==> run_1/cell_classes.png <==
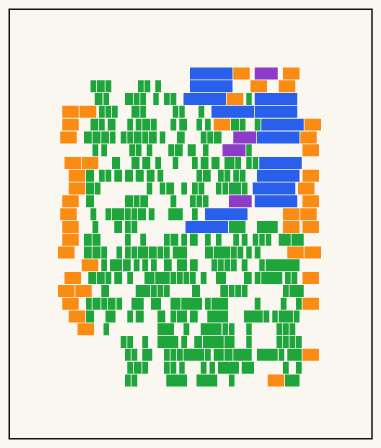
==> run_1/final_placement.png <==
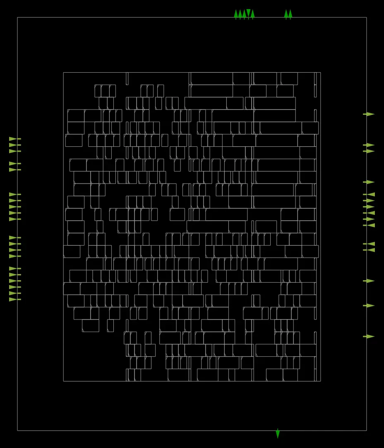
==> run_1/density.png <==
8 x 9 tiles, from white (low) to dark blue (high), 0 to 100% covered.
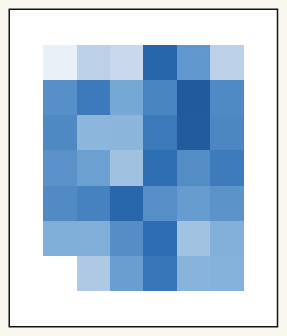
[src/rtl/bp_be_pkg.sv]
// Backend shared types: writeback source indices and clear-port geometry.
package bp_be_pkg;

  typedef enum logic [0:0] {
    e_bp_default_cfg
  } bp_params_e;

  typedef enum logic [2:0] {
    e_wb_src_div,
    e_wb_src_fpu,
    e_wb_src_dfill,
    e_wb_src_ptw
  } bp_be_wb_src_e;

  localparam int wb_clear_ports_gp = 2;
  localparam int reg_addr_width_gp = 5;

  function automatic int reg_addr_width_f(bp_params_e cfg);
    case (cfg)
      e_bp_default_cfg: return reg_addr_width_gp;
      default:          return reg_addr_width_gp;
    endcase
  endfunction

endpackage

[src/rtl/bp_be_clear_arbiter_di_if.sv]
// Completion sources in, dual scoreboard clear ports out.
interface bp_be_clear_arbiter_di_if #(
  parameter int num_src_p = 4,
  parameter int rd_w_p    = 5
);
  logic [num_src_p-1:0]        src_v_i;
  logic [num_src_p*rd_w_p-1:0] src_rd_i;
  logic [num_src_p-1:0]        src_ready_and_o;
  logic                        clear_v_o;
  logic [rd_w_p-1:0]           clear_rd_o;
  logic                        clear_v_o2;
  logic [rd_w_p-1:0]           clear_rd_o2;
  logic                        idle_o;

  modport slave (
    input  src_v_i, src_rd_i,
    output src_ready_and_o,
    output clear_v_o, clear_rd_o,
    output clear_v_o2, clear_rd_o2,
    output idle_o
  );

  modport master (
    output src_v_i, src_rd_i,
    input  src_ready_and_o,
    input  clear_v_o, clear_rd_o,
    input  clear_v_o2, clear_rd_o2,
    input  idle_o
  );
endinterface

[src/rtl/bp_be_rr_pick2.sv]
// Round-robin picker: first two valid requesters starting at ptr_i.
module bp_be_rr_pick2
  import bp_be_pkg::*;
#(
  parameter  int num_src_p = 4,
  localparam int ptr_w_lp  = $clog2(num_src_p)
) (
  input  logic [num_src_p-1:0] v_i,
  input  logic [ptr_w_lp-1:0]  ptr_i,
  output logic [num_src_p-1:0] gnt0_o,
  output logic [num_src_p-1:0] gnt1_o,
  output logic                 v0_o,
  output logic                 v1_o,
  output logic [ptr_w_lp-1:0]  idx0_o,
  output logic [ptr_w_lp-1:0]  idx1_o,
  output logic [ptr_w_lp-1:0]  last_o
);

  localparam logic [ptr_w_lp:0] n_lp = (ptr_w_lp+1)'(num_src_p);

  logic [ptr_w_lp:0]   w_idx;
  logic [ptr_w_lp-1:0] w_sel;
  int                  w_cnt;

  always_comb begin
    gnt0_o = '0;
    gnt1_o = '0;
    v0_o   = 1'b0;
    v1_o   = 1'b0;
    idx0_o = '0;
    idx1_o = '0;
    w_idx  = '0;
    w_sel  = '0;
    w_cnt  = 0;
    for (int k = 0; k < num_src_p; k++) begin
      // explicit wrap so non-power-of-2 source counts stay in range
      w_idx = {1'b0, ptr_i} + (ptr_w_lp+1)'(k);
      if (w_idx >= n_lp)
        w_idx = w_idx - n_lp;
      w_sel = w_idx[ptr_w_lp-1:0];
      if (v_i[w_sel] && (w_cnt < wb_clear_ports_gp)) begin
        if (w_cnt == 0) begin
          gnt0_o[w_sel] = 1'b1;
          v0_o          = 1'b1;
          idx0_o        = w_sel;
        end else begin
          gnt1_o[w_sel] = 1'b1;
          v1_o          = 1'b1;
          idx1_o        = w_sel;
        end
        w_cnt = w_cnt + 1;
      end
    end
    last_o = v1_o ? idx1_o : idx0_o;
  end

endmodule

[src/rtl/bp_be_clear_arbiter_di.sv]
// Dual-issue scoreboard clear arbiter: RR-picks two completions per
// cycle, filters x0 and same-rd pairs, registers the clear ports.
module bp_be_clear_arbiter_di
  import bp_be_pkg::*;
#(
  parameter bp_params_e bp_params_p = e_bp_default_cfg,
  parameter int         num_src_p   = 4
) (
  input logic                     clk_i,
  input logic                     reset_n_i,
  bp_be_clear_arbiter_di_if.slave io
);

  localparam int rd_w_lp  = reg_addr_width_f(bp_params_p);
  localparam int ptr_w_lp = $clog2(num_src_p);
  localparam logic [ptr_w_lp-1:0] last_src_lp =
    ptr_w_lp'(num_src_p-1);

  logic [ptr_w_lp-1:0]  r_ptr;
  logic                 r_v;
  logic [rd_w_lp-1:0]   r_rd;
  logic                 r_v2;
  logic [rd_w_lp-1:0]   r_rd2;

  logic [num_src_p-1:0] w_gnt0;
  logic [num_src_p-1:0] w_gnt1;
  logic                 w_v0;
  logic                 w_v1;
  logic [ptr_w_lp-1:0]  w_idx0;
  logic [ptr_w_lp-1:0]  w_idx1;
  logic [ptr_w_lp-1:0]  w_last;
  logic [ptr_w_lp-1:0]  w_ptr_nxt;
  logic [rd_w_lp-1:0]   w_rd0;
  logic [rd_w_lp-1:0]   w_rd1;
  logic                 w_a;
  logic                 w_b;

  bp_be_rr_pick2 #(
    .num_src_p(num_src_p)
  ) u_pick (
    .v_i   (io.src_v_i),
    .ptr_i (r_ptr),
    .gnt0_o(w_gnt0),
    .gnt1_o(w_gnt1),
    .v0_o  (w_v0),
    .v1_o  (w_v1),
    .idx0_o(w_idx0),
    .idx1_o(w_idx1),
    .last_o(w_last)
  );

  assign w_rd0 = io.src_rd_i[w_idx0*rd_w_lp +: rd_w_lp];
  assign w_rd1 = io.src_rd_i[w_idx1*rd_w_lp +: rd_w_lp];

  // x0 is never scored; a same-rd pair needs only one clear
  assign w_a = w_v0 & (|w_rd0);
  assign w_b = w_v1 & (|w_rd1) & ~(w_a & (w_rd1 == w_rd0));

  assign w_ptr_nxt = (w_last == last_src_lp) ? '0
                                             : w_last + 1'b1;

  always_ff @(posedge clk_i or negedge reset_n_i) begin
    if (!reset_n_i) begin
      r_ptr <= '0;
      r_v   <= 1'b0;
      r_rd  <= '0;
      r_v2  <= 1'b0;
      r_rd2 <= '0;
    end else begin
      if (w_v0)
        r_ptr <= w_ptr_nxt;
      r_v   <= w_a | w_b;
      r_rd  <= w_a ? w_rd0 : (w_b ? w_rd1 : '0);
      r_v2  <= w_a & w_b;
      r_rd2 <= (w_a & w_b) ? w_rd1 : '0;
    end
  end

  assign io.src_ready_and_o = reset_n_i ? (w_gnt0 | w_gnt1) : '0;
  assign io.clear_v_o       = r_v;
  assign io.clear_rd_o      = r_rd;
  assign io.clear_v_o2      = r_v2;
  assign io.clear_rd_o2     = r_rd2;
  assign io.idle_o          = ~reset_n_i |
                              (~(|io.src_v_i) & ~r_v & ~r_v2);

endmodule

[src/flat_wrapper.sv]
// flat-port wrapper written by rule: the top's interface ports become plain ports
module bp_be_clear_arbiter_di_flat import bp_be_pkg::*;
#(
  parameter bp_params_e bp_params_p = e_bp_default_cfg,
  parameter int         num_src_p   = 4
)
  (clk_i, reset_n_i, io_src_v_i, io_src_rd_i, io_src_ready_and_o, io_clear_v_o, io_clear_rd_o, io_clear_v_o2, io_clear_rd_o2, io_idle_o);
  bp_be_clear_arbiter_di_if #(.num_src_p(num_src_p), .rd_w_p((5))) io_i ();
  input logic clk_i;
  input logic reset_n_i;
  input wire logic [$bits(io_i.src_v_i)-1:0] io_src_v_i;
  input wire logic [$bits(io_i.src_rd_i)-1:0] io_src_rd_i;
  output wire logic [$bits(io_i.src_ready_and_o)-1:0] io_src_ready_and_o;
  output wire logic [$bits(io_i.clear_v_o)-1:0] io_clear_v_o;
  output wire logic [$bits(io_i.clear_rd_o)-1:0] io_clear_rd_o;
  output wire logic [$bits(io_i.clear_v_o2)-1:0] io_clear_v_o2;
  output wire logic [$bits(io_i.clear_rd_o2)-1:0] io_clear_rd_o2;
  output wire logic [$bits(io_i.idle_o)-1:0] io_idle_o;
  assign io_i.src_v_i = io_src_v_i;
  assign io_i.src_rd_i = io_src_rd_i;
  assign io_src_ready_and_o = io_i.src_ready_and_o;
  assign io_clear_v_o = io_i.clear_v_o;
  assign io_clear_rd_o = io_i.clear_rd_o;
  assign io_clear_v_o2 = io_i.clear_v_o2;
  assign io_clear_rd_o2 = io_i.clear_rd_o2;
  assign io_idle_o = io_i.idle_o;
  bp_be_clear_arbiter_di #(.bp_params_p(bp_params_p), .num_src_p(num_src_p)) u_core (.clk_i(clk_i), .reset_n_i(reset_n_i), .io(io_i));
endmodule
[config.mk]
export PLATFORM = sky130hd
export DESIGN_NAME = bp_be_clear_arbiter_di_flat
export DESIGN_NICKNAME = d
export VERILOG_FILES = /design/src/rtl/bp_be_pkg.sv /design/src/rtl/bp_be_clear_arbiter_di_if.sv /design/src/rtl/bp_be_rr_pick2.sv /design/src/rtl/bp_be_clear_arbiter_di.sv /design/src/flat_wrapper.sv
export SDC_FILE = /design/constraint.sdc
export NUM_CORES = 1
export LEC_CHECK = 0
export ABC_AREA = 1
export CORE_ASPECT_RATIO = 1.25
export CORE_MARGIN = 10
export CORE_UTILIZATION = 45
export DETAILED_ROUTE_END_ITERATION = 6
export PLACE_DENSITY = 0.73
export SLEW_MARGIN = 20
export SYNTH_ARGS = -nofsm -noshare
export SYNTH_HDL_FRONTEND = slang
export SYNTH_SLANG_ARGS = --single-unit
[constraint.sdc]
create_clock -name clk_i -period 11.15 [get_ports clk_i]
set_input_delay 1.115 -clock clk_i [delete_from_list [all_inputs] [get_ports clk_i]]
set_output_delay 1.115 -clock clk_i [all_outputs]
set_load 0.01 [all_outputs]
==> run summary, run 1 <==
Notes on the flow outputs.

- The fraction of met2 tracks used by global routing is 0.263.
- The count of clock buffers in the final design is 4.
- The cell total in the yosys stat output reads 306.
- The final tally of setup violations is 0.
- In the post-synthesis netlist, the biggest area contributors are nand2_1 27%, dfrtp_1 19%, nand3_1 15%.
- The sequential share of the synthesized area reads 0.193.
- The root buffer cell reads clkbuf_8.
- The most critical setup path has its startpoint at io_src_v_i[3].
- The finished design was reported to have a net count of 383.
- Detailed placement reports a standard cell area of 2240 sq um.
- The number of multi-input combinational cells in the layout is 256.
- The share of synthesized area in the top cell type comes to 0.269.
- Per the final report, the share of cell area in clock cells is 0.0239.
- In the synthesized netlist the async set-or-reset flop fraction comes to 1.00.
- The post-route setup TNS reads 0 ns.
- The total CTS buffers reads 3.
- The utilization of the core after routing is 0.598.
- The maximum level of the CTS H-tree reads 1.
- The number of buffers added to fix hold violations after cts reads 0.
- Per the final report, max-transition violations number 0.
- The routed length per placed instance reads 12.6 um.
- The floorplan utilization reads 0.472.
- The count of cells resized by post-cts repair reads 0.
- The floorplan step set the die height to around 91 um.
- The synthesized-area fraction occupied by and/or/nand/nor cells is 0.563.
- The total number of vias is 2038.
- Including well taps, the total number of placed cells is 395.
- The final layout report lists a non-clock inverter count of 29.
- The met2 routed wirelength is approximately 2400 um.
- The critical path depth is 16.
- The worst setup path is launched from an input port.
- Leaving out fill and tap cells, the most frequent cells in the layout are 130 x nand2_1, 54 x nand3_1, 42 x clkdlybuf4s50_1, 26 x inv_1, 17 x nor2_1.
- OpenROAD emitted warnings numbering 34.
- The kind of end point of the critical path is an output pin.
- The worst pin sits at a relative slew slack of 0.575.
- The post-layout worst setup margin reads ~5.7 ns.
- The flow ran to the end, and the final reports show no timing, DRC or antenna violations.
- The total routing resource utilization after global routing reads 0.144.
- The post-layout period usage of the worst path is 0.492.
- In this run the deepest clock path goes through 2 buffers.
- The global-route met3 utilization reads 0.0345.
- The cell-mix breakdown from Yosys lists the compound-gate area share as 0.0620.
- The number of distinct standard cells referenced by the synthesized netlist is 27.
- The via count normalized by instance count reads 5.11.
- In this design, the critical path's most frequently occurring cell is nand2_1.
- The clock network latency to the later pin of the worst-skew pair is 0.24 ns.
- The detailed-route DRC error count reads 0.
- The cell family with the largest share of critical-path delay is buffers and inverters.
- In the final run the clock tree shows a worst skew of 0.00161 ns.
- The count of pins on the block boundary reads 43.
- The area reported by Yosys stat reads 1820 sq um.
- The area growth from synthesis to final layout reads 26.7%.
- Setup repair after global routing left no endpoint under its margin.
- The peak-usage layer in the global routing report reads met2.
- The final period demand of the worst path reads 5.48 ns.
- The number of global-route vias before repair came to 1976.
- In this run the worst path has a maximum fanout of 11.
- By instance count, the leading cell after synthesis is nand2_1.
- The cell sequence reported for the critical path is clkdlybuf4s50_1 -> nand2_1 -> nand2_1 -> nand2_1 -> nand2_1 -> ha_1 -> inv_1 -> nand3_2 -> inv_2 -> fa_1 -> inv_1 -> nand2_1 -> nor2_4 -> nand2_1 -> a41oi_1 -> clkdlybuf4s50_1.
- Averaged over all synthesized cells, the footprint is slightly below 6 sq um.
- The total setup buffers inserted after CTS is 0.
- The number of signal-net buffers in the layout is 42.
- The count of synthesis-stage warnings from yosys is 0.
- The transition time recorded at the tightest slew-check pin is around 0.64 ns.
- The detail route stage leaves a number of antenna-violating nets equal to 0.
- The met1 wire length is ~2200 um.
- For reference, the top cells by count after synthesis are 130 x nand2_1, 54 x nand3_1, 26 x inv_1.
- The number of antenna diodes reads 0.
- The number of buffer cells added on primary ports reads about 42.
- The critical path buffer and inverter count reads 5.
- The number of antenna violations at the first check in global routing reads 0.
- Measured against the total synthesized area, the mux share comes to 0.
- Leaving out fill and tap cells, the most frequent cell in the layout is nand2_1.
- The fraction of area in multi-input gates is 0.564.
- Measured along the x axis, the die boundary spans 76.8 um.
- Among all flip-flop cells after synthesis, the most frequent one is dfrtp_1.
- The count of placed standard cells in the final layout, fillers left out is roughly 400.
- The area of all placed cells without fillers is 2300 sq um.
- The worst slack at placement reads 5.69 ns.
- After synthesis, the largest family of logic cells by area is simple AND/OR/NAND/NOR gates.
- The number of sequential cells in the layout is 14.
- For the worst reg-to-reg path, the endpoint reported by OpenROAD is u_core.io.clear_rd_o2[3]$_DFF_PN0_.
- The origin of the critical flop-to-flop path reads u_core.r_ptr[0]$_DFFE_PN0P_.
- The first global-routing pass estimated about 8800 um of wire.
- The largest stage delay on the critical path is roughly 0.56 ns.
- Per the gpl log, the routability congestion estimate is 0.931.
- The TritonCTS clock tree reads built.
- The final hold violation count is 0.
- The largest area contributor in the netlist is nand2_1.
- The fraction of area in non-clock buffers is 0.183.
- Entering global routing, the biggest net connects 17 pins.
- According to the timing report, the data required time at the worst endpoint equals 10.04 ns.
- The path type of the worst setup path is input port to output pin.
- The setup check on the worst reg-to-reg path leaves a slack of 6.37 ns.
- The dominant kind of cell by area reads multi-input combinational cells.
- The instance count along the most critical hold path is 2.
- Per the detail_route log, met3 wirelength is 358 um.
- Across all hold checks on the routed design, the worst slack comes to roughly 0.70 ns.
Back to the opening pictures, cell_classes.png:
colour	class	cells	share of their area
purple	clock drivers and dummy loads	4	2.5%
orange	other buffers and delay cells	42	19%
green	all other logic	285	63%
blue	flip-flops	14	16%

Back to the opening pictures, final_placement.png:
register fraction of the total cell area: 0.152
fill cell total of the finished layout: 400
CORE AREA: 3850 sq um
number of tap cells added at floorplan: 54
placement row count: 25

Back to the opening pictures, density.png:
nearly empty tiles	43%
tiles over 75% full	6.9%
densest ninth of the die	centre

==> run 2: changes to the inputs <==
PLACE_DENSITY = 0.76   (was 0.73)
clock period = 4.5 ns   (was 11.15 ns; I/O delays follow)
==> run 2 against run 1 <==
Net effect: sequential share of layout area shrank 0.48 points; count of clock-buffer cells in the layout unchanged; critical endpoint is now u_core.io.clear_rd_o2[4]$_DFF_PN0_; clock skew grew 0.0010 ns; setup slack got worse by 5.2 ns; core utilization up 2.0 points; wire length grew 2.9%; final cell count is 2.5% higher; final area rose by 3.3%; die area is the same.
==> run summary, run 2 <==
Notes on the flow outputs.

- The via count normalized by instance count is 5.16 (+0.95%).
- The fraction of area in multi-input gates came to 0.546 (-0.0178).
- Setup repair after global routing left no endpoint under its margin.
- The path type of the worst setup path reads register to register.
- The fill cell instance count of the final layout is 372 (-7.0%).
- The utilization of the core after routing is 0.617 (+0.0195).
- The non-clock inverter count in the final layout is 29 (unchanged).
- The cell repeated most along the worst path is nand2_1.
- The final hold violation count is 0 (unchanged).
- The critical path buffer and inverter count is 6 (+1).
- The run finished with clean final reports.
- By instance count after routing, the leading logic cell type is nand2_1.
- The floorplan utilization was 0.472 (unchanged).
- The final tally of setup violations is 0 (unchanged).
- The routed length per placed instance reads 12.7 um (+0.36%).
- The number of buffers added to fix hold violations after cts is 0 (unchanged).
- The number of antenna diodes is 0 (unchanged).
- The startpoint of the worst setup timing path is u_core.r_ptr[0]$_DFFE_PN0P_.
- The met2 routed wirelength is 2600 um (+9.2%).
- The clock buffer and inverter area fraction after layout reads 0.0232 (-0.000757).
- The multiplexer area fraction after synthesis came to 0 (unchanged).
- The maximum level of the CTS H-tree is 1 (unchanged).
- The total routing resource utilization after global routing reads 0.147 (+0.00314).
- The synthesized design spends more area on one cell type than any other, namely nand2_1.
- The average cell area after synthesis was 5.93 sq um (unchanged).
- The fraction of met2 tracks used by global routing is 0.270 (+0.00775).
- The post-route setup TNS is 0 ns (unchanged).
- The count of placed standard cells including taps is 405 (+2.5%).
- The most common cell in the netlist reads nand2_1.
- The amount of wire on met3 after detailed routing came to 297 um (-17%).
- The portion of synthesized cell area occupied by the leading cell type is 0.269 (unchanged).
- The area of the core region is 3850 sq um (unchanged).
- The number of signal-net buffers in the layout is 52 (+24%).
- The total setup buffers inserted after CTS is 0 (unchanged).
- The origin of the critical flop-to-flop path reads u_core.r_ptr[0]$_DFFE_PN0P_.
- The main area contributors are nand2_1 27%, dfrtp_1 19%, nand3_1 15%.
- The number of sequential cells in the layout is 14 (unchanged).
- The total cell area at the placement stage is 2320 sq um (+3.3%).
- The actual slew at the worst max-slew pin is 0.396 ns (-0.240 ns).
- The area reported by Yosys stat is 1820 sq um (unchanged).
- In the layout the commonest cells are 130 x nand2_1, 54 x nand3_1, 42 x clkdlybuf4s50_1, 26 x inv_1, 17 x nor2_1.
- The number of global-route vias before repair is 2022 (+2.3%).
- The final hold slack reads 0.521 ns (-0.175 ns).
- The global-route met3 utilization is 0.0345 (unchanged).
- The count of clock buffers in the final design is 4 (unchanged).
- The count of pins over their slew limit reads 0 (unchanged).
- The worst slack at placement is 0.304 ns (-5.39 ns).
- The net count of the finished layout is 393 (+2.6%).
- The type of origin of the critical path reads a register.
- The tap cell count reads 54 (unchanged).
- By count the netlist is led by 130 x nand2_1, 54 x nand3_1, 26 x inv_1.
- The residual antenna-violating net count after detailed routing is 0 (unchanged).
- The number of antenna violations at the first check in global routing came to 0 (unchanged).
- The largest driver fanout on the critical path was 11 (unchanged).
- The total CTS buffers reads 3 (unchanged).
- The post-layout worst setup margin came to 0.451 ns (-5.22 ns).
- The total number of warnings across the stage logs reads 34 (unchanged).
- The count of synthesis-stage warnings from yosys reads 0 (unchanged).
- The horizontal die size reads 76.8 um (unchanged).
- The endpoint of the most critical register-to-register path reads u_core.io.clear_rd_o2[4]$_DFF_PN0_.
- Among all flip-flop cells after synthesis, the most frequent one is dfrtp_1.
- The number of logic gates reads 256 (unchanged).
- The vertical die size was 91.0 um (unchanged).
- The met1 wire length is 2230 um (-0.18%).
- Post-route period utilization is reported as 0.900.
- The count of placed standard cells in the final layout, fillers left out reads 409 (+2.5%).
- The worst-case headroom to the max-slew limit reads 0.736 (+0.161).
- The number of buffer cells added on primary ports reads 42 (unchanged).
- The kind of end point of the critical path is a register.
- The maximum number of buffers from clock root to sink reads 2 (unchanged).
- The cell family with the largest share of critical-path delay reads simple AND/OR/NAND/NOR gates.
- The dominant kind of cell by area is multi-input combinational cells.
==> run_2/cell_classes.png <==
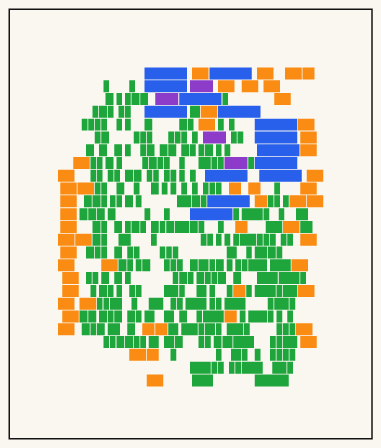
colour	class	cells	share of their area
orange	other buffers and delay cells	52	21%
purple	clock drivers and dummy loads	4	2.4%
green	all other logic	285	61%
blue	flip-flops	14	15%

